`config.mk`:
```
export PLATFORM = sky130hd
export DESIGN_NAME = uart_rx
export DESIGN_NICKNAME = d
export VERILOG_FILES = /design/src/rtl/uart_rx.sv
export SDC_FILE = /design/constraint.sdc
export NUM_CORES = 1
export LEC_CHECK = 0
export ABC_CLOCK_PERIOD_IN_PS = 2950
export CAP_MARGIN = 10
export CORE_AREA = 2 2 130 69
export CTS_BUF_LIST = sky130_fd_sc_hd__clkbuf_16
export CTS_CLUSTER_DIAMETER = 60
export CTS_CLUSTER_SIZE = 30
export DETAILED_ROUTE_END_ITERATION = 6
export DIE_AREA = 0 0 132 71
export MAX_ROUTING_LAYER = met4
export PLACE_DENSITY = 0.63
export SKIP_CTS_REPAIR_TIMING = 1
export SLEW_MARGIN = 10
export SYNTH_ARGS = -nofsm -noshare
export SYNTH_HDL_FRONTEND = slang
export SYNTH_SLANG_ARGS = --single-unit
```
`constraint.sdc`:
```
create_clock -name clk_i -period 2.95 [get_ports clk_i]
set_input_delay 0.59 -clock clk_i [delete_from_list [all_inputs] [get_ports clk_i]]
set_output_delay 0.59 -clock clk_i [all_outputs]
set_load 0.01 [all_outputs]
```
`src/rtl/uart_rx.sv`:
```
// uart_rx: 8N1-style UART receiver with mid-bit sampling and an AXI-Stream-style output.
module uart_rx #(
  parameter int DATA_WIDTH = 8,
  parameter int PRESCALE_W = 16
) (
  input  logic                  clk_i,
  input  logic                  rst,
  input  logic                  rxd_i,
  input  logic [PRESCALE_W-1:0] prescale_i,
  output logic [DATA_WIDTH-1:0] m_axis_tdata_o,
  output logic                  m_axis_tvalid_o,
  input  logic                  m_axis_tready_i,
  output logic                  busy_o,
  output logic                  overrun_error_o,
  output logic                  frame_error_o
);
  localparam int CW = PRESCALE_W + 3;
  localparam int BW = DATA_WIDTH > 1 ? $clog2(DATA_WIDTH) : 1;
  typedef enum logic [1:0] {IDLE, START, DATA, STOP} state_t;
  state_t r_state, w_state_n;
  logic r_sync1, r_sync2, r_prev;
  logic [CW-1:0] r_cnt, w_cnt_n, r_period, w_period_n;
  logic [BW-1:0] r_bit, w_bit_n;
  logic [DATA_WIDTH-1:0] r_shift, w_shift_n, r_tdata;
  logic r_tvalid, r_ovr, r_fe, w_load, w_fe;
  logic w_edge, w_zero;
  logic [CW-1:0] w_p, w_h;
  assign w_edge = r_prev & ~r_sync2;
  assign w_zero = r_cnt == '0;
  assign w_p = {prescale_i, 3'b000};
  assign w_h = {1'b0, prescale_i, 2'b00};
  assign m_axis_tdata_o = r_tdata;
  assign m_axis_tvalid_o = r_tvalid;
  assign busy_o = r_state != IDLE;
  assign overrun_error_o = r_ovr;
  assign frame_error_o = r_fe;
  always_comb begin
    w_state_n = r_state;
    w_cnt_n = r_cnt;
    w_period_n = r_period;
    w_bit_n = r_bit;
    w_shift_n = r_shift;
    w_load = 1'b0;
    w_fe = 1'b0;
    if (r_state == IDLE) begin
      if (w_edge && prescale_i != '0) begin
        w_state_n = START;
        w_cnt_n = w_h - 1'b1;
        w_period_n = w_p;
      end
    end else if (!w_zero) begin
      w_cnt_n = r_cnt - 1'b1;
    end else begin
      w_cnt_n = r_period - 1'b1;
      case (r_state)
        START: begin
          w_state_n = r_sync2 ? IDLE : DATA;
          w_bit_n = '0;
        end
        DATA: begin
          w_shift_n = {r_sync2, r_shift[DATA_WIDTH-1:1]};
          w_bit_n = r_bit + 1'b1;
          w_state_n = r_bit == BW'(DATA_WIDTH - 1) ? STOP : DATA;
        end
        STOP: begin
          w_state_n = IDLE;
          w_load = r_sync2;
          w_fe = ~r_sync2;
        end
        default: w_state_n = IDLE;
      endcase
    end
  end
  always_ff @(posedge clk_i) begin
    if (rst) begin
      r_state <= IDLE;
      r_sync1 <= 1'b1;
      r_sync2 <= 1'b1;
      r_prev <= 1'b1;
      r_cnt <= '0;
      r_period <= '0;
      r_bit <= '0;
      r_shift <= '0;
      r_tdata <= '0;
      r_tvalid <= 1'b0;
      r_ovr <= 1'b0;
      r_fe <= 1'b0;
    end else begin
      r_state <= w_state_n;
      r_sync1 <= rxd_i;
      r_sync2 <= r_sync1;
      r_prev <= r_sync2;
      r_cnt <= w_cnt_n;
      r_period <= w_period_n;
      r_bit <= w_bit_n;
      r_shift <= w_shift_n;
      if (w_load) r_tdata <= r_shift;
      // a load in the same cycle as an accept keeps tvalid high without an overrun
      r_tvalid <= w_load | (r_tvalid & ~m_axis_tready_i);
      r_ovr <= w_load & r_tvalid & ~m_axis_tready_i;
      r_fe <= w_fe;
    end
  end
endmodule

```
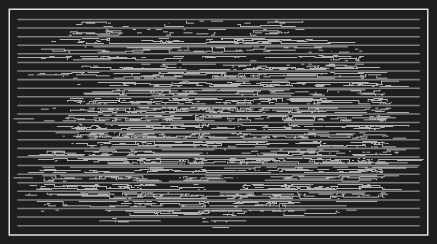
run_1/met1.png
Supply wires on this layer in grey.
- nets with wire on the layer: 471
- wire length on this layer: 5830 um

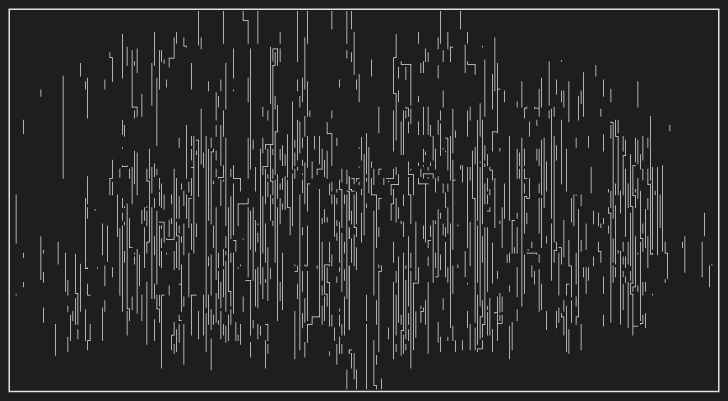
run_1/met2.png
- main direction: vertical
- longest straight run: 32.0 um
- share of all routed wire: 37%
vias: 3531
M2 GR Usage: 30.9%

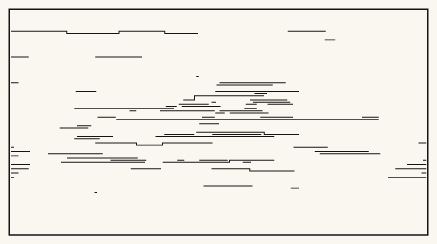
run_1/met3.png
- nets with wire on the layer: 58
- main direction: horizontal
- wire length on this layer: 895 um
- longest straight run: 82.8 um
- share of all routed wire: 8.3%

==> flow_summary.json, run 1 <==
{
  "holdCritStartpoint": "r_sync1",
  "ff_count": 62,
  "hold_viol": 0,
  "fp_nets": 466,
  "p_leak_nw": 1.65,
  "finalNonFillerCells": 607,
  "gp_congestion": 0.922,
  "dp.cells": 591,
  "power.density_mw_per_mm2": 572,
  "postRouteAntennaNets": 0,
  "peakVddDrop_uv": 323,
  "grtUsageMet3_pct": 7.10,
  "syn_inst": 435,
  "ys_sh_aoi_pct": 17.4,
  "clkPwrFrac_pct": 40.6,
  "drt_iter0_drc": 328,
  "pin_count": 32,
  "num-multi-input-gates": 335,
  "fin_setup_tns_ps": 0,
  "endpoint": "r_cnt[16]",
  "htreeDepth": 3,
  "yosys_cells": 435,
  "final-max-slew-violation-count": 0,
  "cp.depth": 11,
  "combPwrFrac_pct": 23.7,
  "antenna_cells": 0,
  "layout_setup_ws_ps": 276,
  "inv_count": 13,
  "max_freq_ghz": 0.374,
  "rows": 24,
  "hold_depth": 1,
  "worst_pin_slew_ps": 697,
  "critPathKind": "in -> reg",
  "crit_arrival_ps": 2940,
  "grtUsageTotal_pct": 25.4,
  "muxShareOfSynthArea_pct": 5.82,
  "cts.clk_slew.worst_paths_ps": 50,
  "cts_tree": "done",
  "initCoreUtil_pct": 43.5,
  "synthArstFlopShare_pct": 0,
  "reg_top3": "r_cnt: 19 flops, r_period: 16 flops",
  "most-common-layout-cells": "dfxtp_1 (62), nand2_1 (53), nor2_1 (37)",
  "seq_share_pct": 27.5,
  "reg2reg_slack_ps": 390,
  "top_layer": "met4",
  "clk_share_pct": 6.42,
  "log.warning_count": 31,
  "startpoint": "prescale_i[0]",
  "internal_power_mw": 1.76,
  "setup_violations": 0,
  "dp_hpwl_um": 8090,
  "ys_chip_area_mm2": 0.00361,
  "edf_count": 0,
  "synth.avg_cell_area_um2": 8.31,
  "post-route-util_pct": 54.3,
  "wl_per_cell_um": 17.8,
  "finalNetCount": 516,
  "ys_sh_adder_pct": 3.81,
  "worstHoldPathType": "reg -> reg",
  "hold_end": "r_sync2",
  "top_power_group": "the clock network",
  "overflow": 0,
  "outcome": "finished clean",
  "routed_wl_um": 10800,
  "tap_cells": 117,
  "rr_endpoint": "r_cnt[17]",
  "nNonClkBuffers": 64,
  "cap_violations": 0,
  "comb_share_pct": 49.3,
  "powerSeq_mw": 0.921,
  "switching_share_pct": 32.0,
  "die_x_um": 132,
  "syn2layout_area_growth_pct": 25.0,
  "critPathMaxStageDelay_ps": 490,
  "comb_area_mm2": 0.00223,
  "grt_pass1_wl_um": 17800,
  "first_pass_iters": 4,
  "regMostFlops": "r_cnt",
  "syn-cell-area_mm2": 0.00361
}
run_1/met4.png
Scale bar: 50 um. Supply wires on this layer in grey.
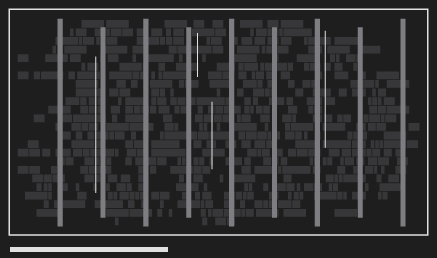

==> inputs of run 2 (changes only) <==
--- a/config.mk
+++ b/config.mk
@@ -7,14 +7,17 @@
 export LEC_CHECK = 0
 export ABC_CLOCK_PERIOD_IN_PS = 2950
 export CAP_MARGIN = 10
-export CORE_AREA = 2 2 130 69
+export CELL_PAD_IN_SITES_DETAIL_PLACEMENT = 1
+export CELL_PAD_IN_SITES_GLOBAL_PLACEMENT = 2
+export CORE_AREA = 2 2 141 74
 export CTS_BUF_LIST = sky130_fd_sc_hd__clkbuf_16
 export CTS_CLUSTER_DIAMETER = 60
 export CTS_CLUSTER_SIZE = 30
 export DETAILED_ROUTE_END_ITERATION = 6
-export DIE_AREA = 0 0 132 71
+export DIE_AREA = 0 0 143 76
+export DONT_BUFFER_PORTS = 1
 export MAX_ROUTING_LAYER = met4
-export PLACE_DENSITY = 0.63
+export PLACE_DENSITY = 0.77
 export SKIP_CTS_REPAIR_TIMING = 1
 export SLEW_MARGIN = 10
 export SYNTH_ARGS = -nofsm -noshare
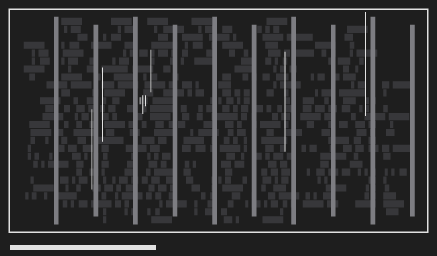
run_2/met4.png
Scale bar: 50 um. Supply wires on this layer in grey.
- nets with wire on the layer: 6
- main direction: vertical

==> run 2 against run 1 <==
Sequential power about the same. First-iteration DRC count increased by 10%. Combinational power decreased by 3.6%. Die area up 16%. Maximum frequency is 9.8% higher. Flip-flop count unchanged. Routed wire length up 15%. Power down 2.4%. Final area fell by 9.9%. Critical path type is now reg -> reg. Critical endpoint is now r_cnt[14].
==> flow_summary.json, run 2 <==
{
  "rr_endpoint": "r_cnt[14]",
  "vias": 3448,
  "first_pass_iters": 5,
  "cts.clk_slew.worst_paths_ps": 60,
  "dp.cells": 564,
  "edf_count": 0,
  "comb_area_mm2": 0.00223,
  "cp.depth": 6,
  "ys_chip_area_mm2": 0.00361,
  "chip_area_mm2": 0.0109,
  "startpoint": "r_cnt[0]",
  "final-max-slew-violation-count": 0,
  "antenna_cells": 0,
  "rows": 26,
  "cp_max_fo": 9,
  "synthArstFlopShare_pct": 0,
  "internal_power_mw": 1.65,
  "syn_inst": 435,
  "syn2layout_area_growth_pct": 12.7,
  "cts_tree": "done",
  "ys_sh_adder_pct": 3.81,
  "holdCritStartpoint": "rst",
  "hold_end": "r_period[10]",
  "fp_nets": 466,
  "critPathMaxStageDelay_ps": 690,
  "finalNonFillerCells": 580,
  "muxShareOfSynthArea_pct": 5.82,
  "most-common-layout-cells": "dfxtp_1 (62), nand2_1 (53), nor2_1 (37)",
  "hold_depth": 1,
  "reg2reg_slack_ps": 520,
  "dp_hpwl_um": 9170,
  "gp_congestion": 0.886,
  "synth.avg_cell_area_um2": 8.31,
  "ff_count": 62,
  "postRouteAntennaNets": 0,
  "powerSeq_mw": 0.924,
  "cts_buffers": 9,
  "synthTopLogicFamily": "simple AND/OR/NAND/NOR gates",
  "yosysUniqueCellTypes": 63,
  "inv_count": 13,
  "num-multi-input-gates": 335,
  "post-route-util_pct": 41.6,
  "outcome": "finished clean",
  "setup_violations": 0,
  "layout_setup_ws_ps": 515,
  "grtUsageMet3_pct": 4.84,
  "die_x_um": 143,
  "syn-cell-area_mm2": 0.00361,
  "grt_pass1_wl_um": 19400,
  "regMostFlops": "r_cnt",
  "peakVddDrop_uv": 313,
  "combPwrFrac_pct": 23.5,
  "tap_cells": 140,
  "p_leak_nw": 1.44,
  "period_used_pct": 82.5,
  "top_layer": "met4",
  "overflow": 0,
  "endpoint": "r_cnt[14]",
  "htreeDepth": 3,
  "reg_top3": "r_cnt: 19 flops, r_period: 16 flops",
  "power.density_mw_per_mm2": 619,
  "top_power_group": "the clock network",
  "critPathKind": "reg -> reg",
  "yosys_cells": 435,
  "wl_per_cell_um": 21.5,
  "grtUsageMet2_pct": 30.3,
  "routed_wl_um": 12500,
  "seq_share_pct": 30.5,
  "comb_share_pct": 54.7,
  "worst_pin_slew_ps": 688,
  "pin_count": 32
}
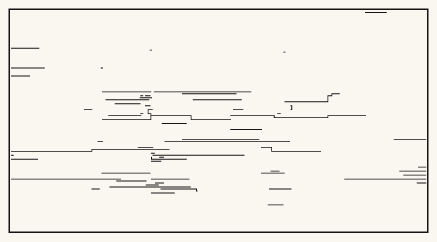
run_2/met3.png
- main direction: horizontal
- wire length on this layer: 739 um
- longest straight run: 42.8 um
- share of all routed wire: 5.9%

run_2/final_clocks.png
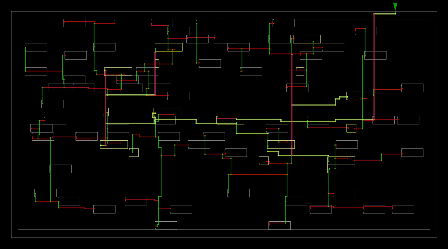

==> inputs of run 3 (changes only) <==
--- a/config.mk
+++ b/config.mk
@@ -5,19 +5,19 @@
 export SDC_FILE = /design/constraint.sdc
 export NUM_CORES = 1
 export LEC_CHECK = 0
-export ABC_CLOCK_PERIOD_IN_PS = 2950
+export ABC_CLOCK_PERIOD_IN_PS = 2050
 export CAP_MARGIN = 10
 export CELL_PAD_IN_SITES_DETAIL_PLACEMENT = 1
 export CELL_PAD_IN_SITES_GLOBAL_PLACEMENT = 2
-export CORE_AREA = 2 2 141 74
+export CORE_AREA = 2 2 147 77
 export CTS_BUF_LIST = sky130_fd_sc_hd__clkbuf_16
 export CTS_CLUSTER_DIAMETER = 60
 export CTS_CLUSTER_SIZE = 30
 export DETAILED_ROUTE_END_ITERATION = 6
-export DIE_AREA = 0 0 143 76
+export DIE_AREA = 0 0 149 79
 export DONT_BUFFER_PORTS = 1
 export MAX_ROUTING_LAYER = met4
-export PLACE_DENSITY = 0.77
+export PLACE_DENSITY = 0.74
 export SKIP_CTS_REPAIR_TIMING = 1
 export SLEW_MARGIN = 10
 export SYNTH_ARGS = -nofsm -noshare
==> constraint.sdc (replaced) <==
create_clock -name clk_i -period 2.05 [get_ports clk_i]
set_input_delay 0.41 -clock clk_i [delete_from_list [all_inputs] [get_ports clk_i]]
set_output_delay 0.41 -clock clk_i [all_outputs]
set_load 0.01 [all_outputs]
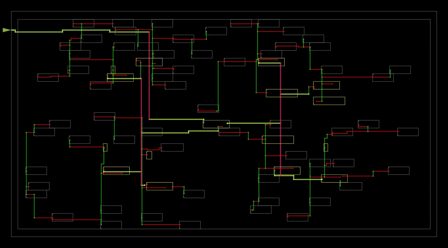
run_3/final_clocks.png
clock network power: 1.74 mW
TritonCTS Sinks: 62
clk latency late pin: 330 ps

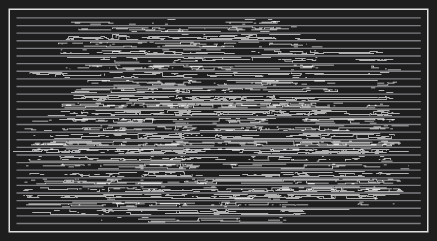
run_3/met1.png
Supply wires on this layer in grey.
- longest straight run: 53.4 um
- share of all routed wire: 51%
- nets with wire on the layer: 501
- main direction: horizontal
- wire length on this layer: 6690 um
M1 GR Usage: 33.7%
WL final: 13200 um
vias: 3675

==> run 3 against run 2 <==
Sequential share of layout area down 4.4 points. Critical path type is now reg -> out. Largest cell class unchanged. Area after synthesis stayed put. Sequential power increased by 43%. Largest power group unchanged. Highest routed layer unchanged.
==> flow_summary.json, run 3 <==
{
  "grt_pass1_wl_um": 20600,
  "dp_hpwl_um": 10100,
  "clkPwrFrac_pct": 40.8,
  "cts_tree": "done",
  "finalNetCount": 529,
  "edf_count": 0,
  "cp_max_fo": 8,
  "grtUsageTotal_pct": 24.0,
  "reg_top3": "r_cnt: 19 flops, r_period: 16 flops",
  "cp.depth": 4,
  "ff_count": 62,
  "grtUsageMet3_pct": 8.74,
  "log.warning_count": 32,
  "htreeDepth": 3,
  "cts.clk_slew.worst_paths_ps": 60,
  "powerSeq_mw": 1.32,
  "crit_arrival_ps": 1610,
  "outcome": "finished clean",
  "postRouteAntennaNets": 0,
  "comb_area_mm2": 0.00233,
  "hold_viol": 0,
  "muxShareOfSynthArea_pct": 5.82,
  "yosysUniqueCellTypes": 63,
  "startpoint": "r_state[0]",
  "cts_buffers": 9,
  "setup_violations": 0,
  "comb_share_pct": 48.8,
  "chip_area_mm2": 0.0118,
  "ys_sh_aoi_pct": 17.4,
  "worstHoldPathType": "in -> reg",
  "synthArstFlopShare_pct": 0,
  "switching_share_pct": 30.0,
  "critPathMaxStageDelay_ps": 420,
  "antenna_cells": 0,
  "most-common-layout-cells": "buf_4 (71), dfxtp_1 (60), nand2_1 (51)",
  "nNonClkBuffers": 77,
  "reg2reg_slack_ps": 30,
  "ys_chip_area_mm2": 0.00361,
  "syn2layout_area_growth_pct": 31.9,
  "rr_endpoint": "r_cnt[17]",
  "syn_inst": 435,
  "power.density_mw_per_mm2": 892,
  "max_freq_ghz": 0.496,
  "inv_count": 13,
  "peakVddDrop_uv": 446,
  "fin_setup_tns_ps": 0,
  "regMostFlops": "r_cnt",
  "synth.avg_cell_area_um2": 8.31,
  "grtUsageMet2_pct": 32.6,
  "drt_iter0_drc": 240,
  "finalNonFillerCells": 648,
  "holdCritStartpoint": "rst",
  "worst_pin_slew_ps": 474,
  "top_power_group": "the clock network",
  "cap_violations": 0,
  "num-multi-input-gates": 335,
  "die_x_um": 149,
  "clk_share_pct": 6.95,
  "seq_share_pct": 26.1,
  "top_layer": "met4"
}
Power figures rest on the tool's default switching activity, not on a simulated workload.
